**Signal wires on met3**

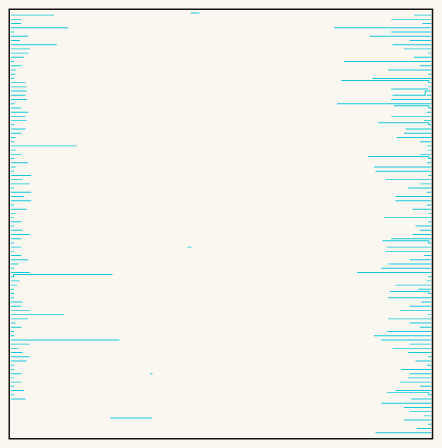
**Signal wires on met2**

Cells faint in the background.
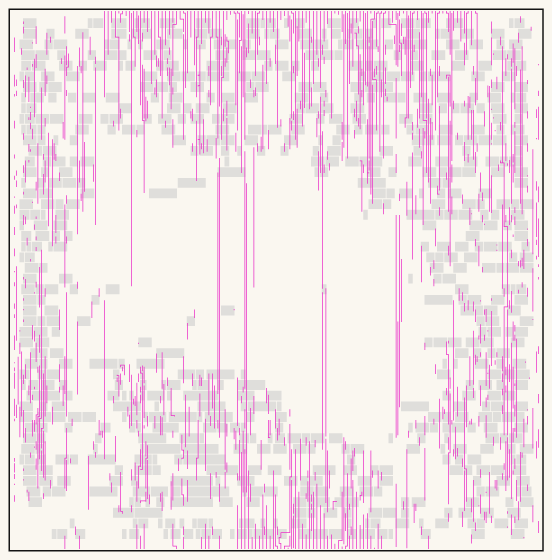
**Metal 1**

Bar = 50 um. Supply wires on this layer in gray.
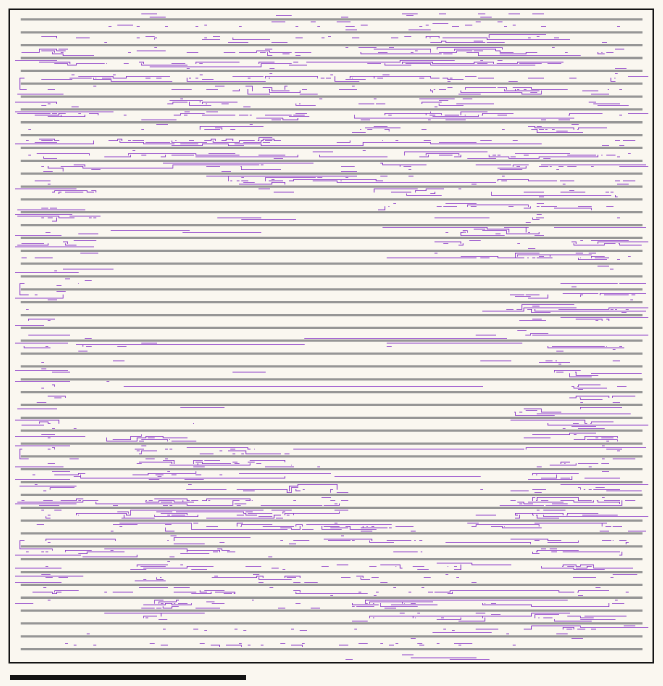
**Track usage over the die**

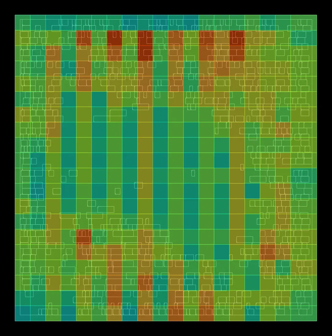
==> config.mk <==
export PLATFORM = sky130hd
export DESIGN_NAME = user_mgr_arbiter
export DESIGN_NICKNAME = d
export VERILOG_FILES = /design/src/rtl/user_mgr_arbiter_pkg.sv /design/src/rtl/user_mgr_arb_fifo.sv /design/src/rtl/user_mgr_arbiter.sv
export SDC_FILE = /design/constraint.sdc
export NUM_CORES = 1
export LEC_CHECK = 0
export CAP_MARGIN = 20
export CORE_AREA = 2 2 134 136
export DETAILED_ROUTE_END_ITERATION = 16
export DIE_AREA = 0 0 136 138
export GPL_TIMING_DRIVEN = 0
export MAX_ROUTING_LAYER = met4
export PLACE_DENSITY = 0.57
export SETUP_SLACK_MARGIN = 0.4
export SLEW_MARGIN = 20
export SYNTH_ARGS = -nofsm -noshare
export SYNTH_HDL_FRONTEND = slang
export SYNTH_HIERARCHICAL = 1
export SYNTH_SLANG_ARGS = --single-unit
==> constraint.sdc <==
create_clock -name clk_i -period 6.4 [get_ports clk_i]
set_clock_uncertainty 0.15 [all_clocks]
set_input_delay 0.96 -clock clk_i [delete_from_list [all_inputs] [get_ports clk_i]]
set_output_delay 0.96 -clock clk_i [all_outputs]
set_load 0.02 [all_outputs]
==> metrics.csv <==
stage;metric;value;unit
routing;drt-pass1-iter-count;4;
timing;hold_viol;0;
setup_path;critPathLaunchType;input pin;
grt;via_count_of_the_first_global_routing_pass;3560;
synth;syn_area_per_cell;8.02;um2
placement;port_bufs;283;
run;max_cap_violations;0;
timing;post-route-min-period;4.20;ns
floorplan;std_cell_core_area;0.0175;mm2
setup_path;reg2reg_slack;3.61;ns
setup_path;timing.critical_path.max_delay_family;buffers and inverters;
final_layout;drive_gt1_frac;0.109;
timing;fin_setup_tns;0;ns
synth;synth_warnings;6;
placement;placed_instances;993;
setup_path;crit_required;5.29;ns
timing;worst_hold_slack;0.332;ns
power;power.switching_fraction;0.358;
power;p_comb_frac;0.685;
clocking;maximum_clock_insertion_buffer_count;2;
placement;placedInstanceArea;0.00671;mm2
routing;postRouteAntennaNets;0;
floorplan;die.size.y;138;um
clocking;cts_inserted_buffers;3;
clocking;cts_tree;done;
run;number_of_openroad_warnings;29;
clocking;cts_root_buf;clkbuf_16;
placement;detailedPlacementHpwl;11500;um
floorplan;initCoreUtil;0.191;
final_layout;post_layout_nonfiller_instances;997;
hold_path;hold_path.class;flip-flop to flip-flop;
grt;grt_start_max_net_pins;11;
synth;synthArstFlopShare;0;
final_layout;final_antenna_diode_count;0;
power;vdd_ir_drop_max;0.107;mV
setup_path;crit_slowest_cell;clkdlybuf4s50_1;
power;net-switching-power;0.277;mW
synth;ff_type;dfxtp_1;
final_layout;synthToLayoutAreaGrowth;103;%
grt;grt_pass1_wl;19800;um
timing;max_freq;238;MHz
setup_path;path_buffers;4;
clocking;cts.htree.levels;1;
clocking;post_cts_hold_buffer_count;0;
timing;grt_setup_unrepaired;false;
synth;synth.yosys.seq_area_share;0.114;
routing;detail_route.vias_per_cell;3.69;
synth;synth_cell_types;33;
synth;yosysCellCount;418;
setup_path;critPathMaxFanout;10;
clocking;cts_repair_resize_count;0;
final_layout;nNetsFinal;953;
clocking;post_cts_setup_buffers;0;
synth;synthesis.instances;418;
power;cell_internal_pwr;0.496;mW
synth;synth-edff-count;4;
setup_path;worst_r2r_path_depth;10;
power;power_density_over_the_cells;114;mW/mm2
synth;synth.most_common_cell;nand2b_1;
grt;global_route.overflow_total;0;
setup_path;cpPeakStageDelay;0.65;ns
timing;drv_slew;0;
setup_path;cells_along_the_critical_path;clkdlybuf4s50_1 > a21boi_1 > o31a_1 > buf_6 > buf_12 > mux2i_1 > clkdlybuf4s50_1;
timing;setup_viol_count_final;0;
setup_path;worst_path_most_repeated_cell;clkdlybuf4s50_1;
final_layout;finalInstanceArea;0.00679;mm2
routing;drc;0;
clocking;cts.sinks;17;
timing;fin_crit_sh;0.656;
floorplan;core.rowCount;49;
power;fraction_of_power_consumed_by_sequential_logic;0.154;
synth;yosys_register_bits;17;
hold_path;worst_hold_path.num_cells;2;
power;clock_group_share_of_total_power;0.161;
setup_path;critPathArrivalTime;3.09;ns
run_status;outcome;completed;
clocking;clk_latency;0.24;ns
synth;ys_top_cells_by_area;nand2b_1 (26%), mux2i_1 (22%), buf_4 (14%);
timing;slew_headroom;0.496;
clocking;path_clk_slew;0.05;ns
floorplan;dieArea;0.0188;mm2
synth;post-synth-top-area-cell;nand2b_1;
setup_path;worstSetupPathDepth;7;
synth;ys_chip_area;0.00335;mm2
synth;yosysTopAreaCellShare;0.261;
setup_path;worstSetupPathType;input pin to output pin;
floorplan;die_x;136;um
setup_path;cp-end-kind;output pin;
placement;gp_congestion;0.761;
power;leakage_power_figure;3.06;nW
Notes on 'signal wires on met3' above:
- main direction: horizontal
- share of all routed wire: 9.9%
- nets with wire on the layer: 194
- longest straight run: 34.7 um
Via Count: 3,681
met3 Track Usage GR: 0.0293
final routed wirelength across all metal layers: 13,600 um

Notes on 'signal wires on met2' above:
- main direction: vertical
- share of all routed wire: 49%
- longest straight run: 78.9 um
- wire length on this layer: 6,740 um
M2 GR Usage: 0.250

Notes on 'metal 1' above:
- wire length on this layer: 5,450 um
- longest straight run: 75.9 um
- main direction: horizontal
met1 demand-to-capacity share in global routing: 0.162

Notes on 'track usage over the die' above:
Final Core Density: 0.387
WL/cell: 13.7 um
Most Used Layer, Global Route: met2
global-route total usage across every layer: 0.139

==> final cells by class <==
cell class,count,area [um2]
fillers,1873,10700
repair buffers,283,2830
multi-input cells,362,2460
plain buffers,93,713
flip-flops and latches,17,380
well taps,229,287
clock buffers,4,78.8
inverters,9,33.8
==> tightest hold or removal path: stages, from the launching register on <==
cell     delay, ns
dfxtp_1       0.33
a21oi_1       0.04
nor2_1        0.07
==> kinds of logic (layout without fill, tap and decap cells) <==
family | Yosys count | after routing | synth area share
AND-OR/OR-AND | 10 | 10 | 0.0224
XOR/XNOR | 2 | 2 | 0.00523
adder cells (fa/ha/maj) | 7 | 7 | 0.0284
buffers and inverters | 102 | 389 | 0.223
flip-flops | 17 | 17 | 0.114
multiplexers | 74 | 74 | 0.226
other | 1 | 64 | 0.00112
AND/OR/NAND/NOR | 205 | 205 | 0.380
==> routing by layer <==
metal  up-vias  track usage  share of wire
li1       1905            -              -
met1      1574        0.162           0.40
met2       198        0.250           0.49
met3         4       0.0293          0.098
met4         0       0.0143         0.0065
met5         -            -              0
==> power groups by stage <==
stage	clock, mW	sequential, mW	combinational (mW)
finish	0.124	0.119	0.529
floorplan	0	0.120	0.285
global route	0.133	0.120	0.565
CTS	0.126	0.119	0.536
detailed placement	0	0.121	0.534
global placement	0	0.121	0.533
==> through the flow <==
stage	worst slack, ns	power (mW)
floorplan	3.25	0.406
global placement	2.16	0.655
detailed placement	2.13	0.655
CTS	2.11	0.781
global route	2.02	0.818
finish	2.20	0.773
==> cell usage in the layout, fill, tap and decap left out, types with 7 or more instances in the layout <==
| master | Yosys | routed |
|---|---|---|
| buf_12 | 7 | 7 |
| nor2_1 | 9 | 9 |
| nand2b_1 | 140 | 140 |
| mux2i_1 | 72 | 72 |
| clkdlybuf4s50_1 | 0 | 283 |
| dfxtp_1 | 13 | 13 |
| buf_4 | 64 | 64 |
| nor2b_1 | 35 | 35 |
| conb_1 | 1 | 64 |
| clkbuf_1 | 19 | 20 |
| inv_1 | 9 | 9 |
Power and IR drop assume default switching activity.
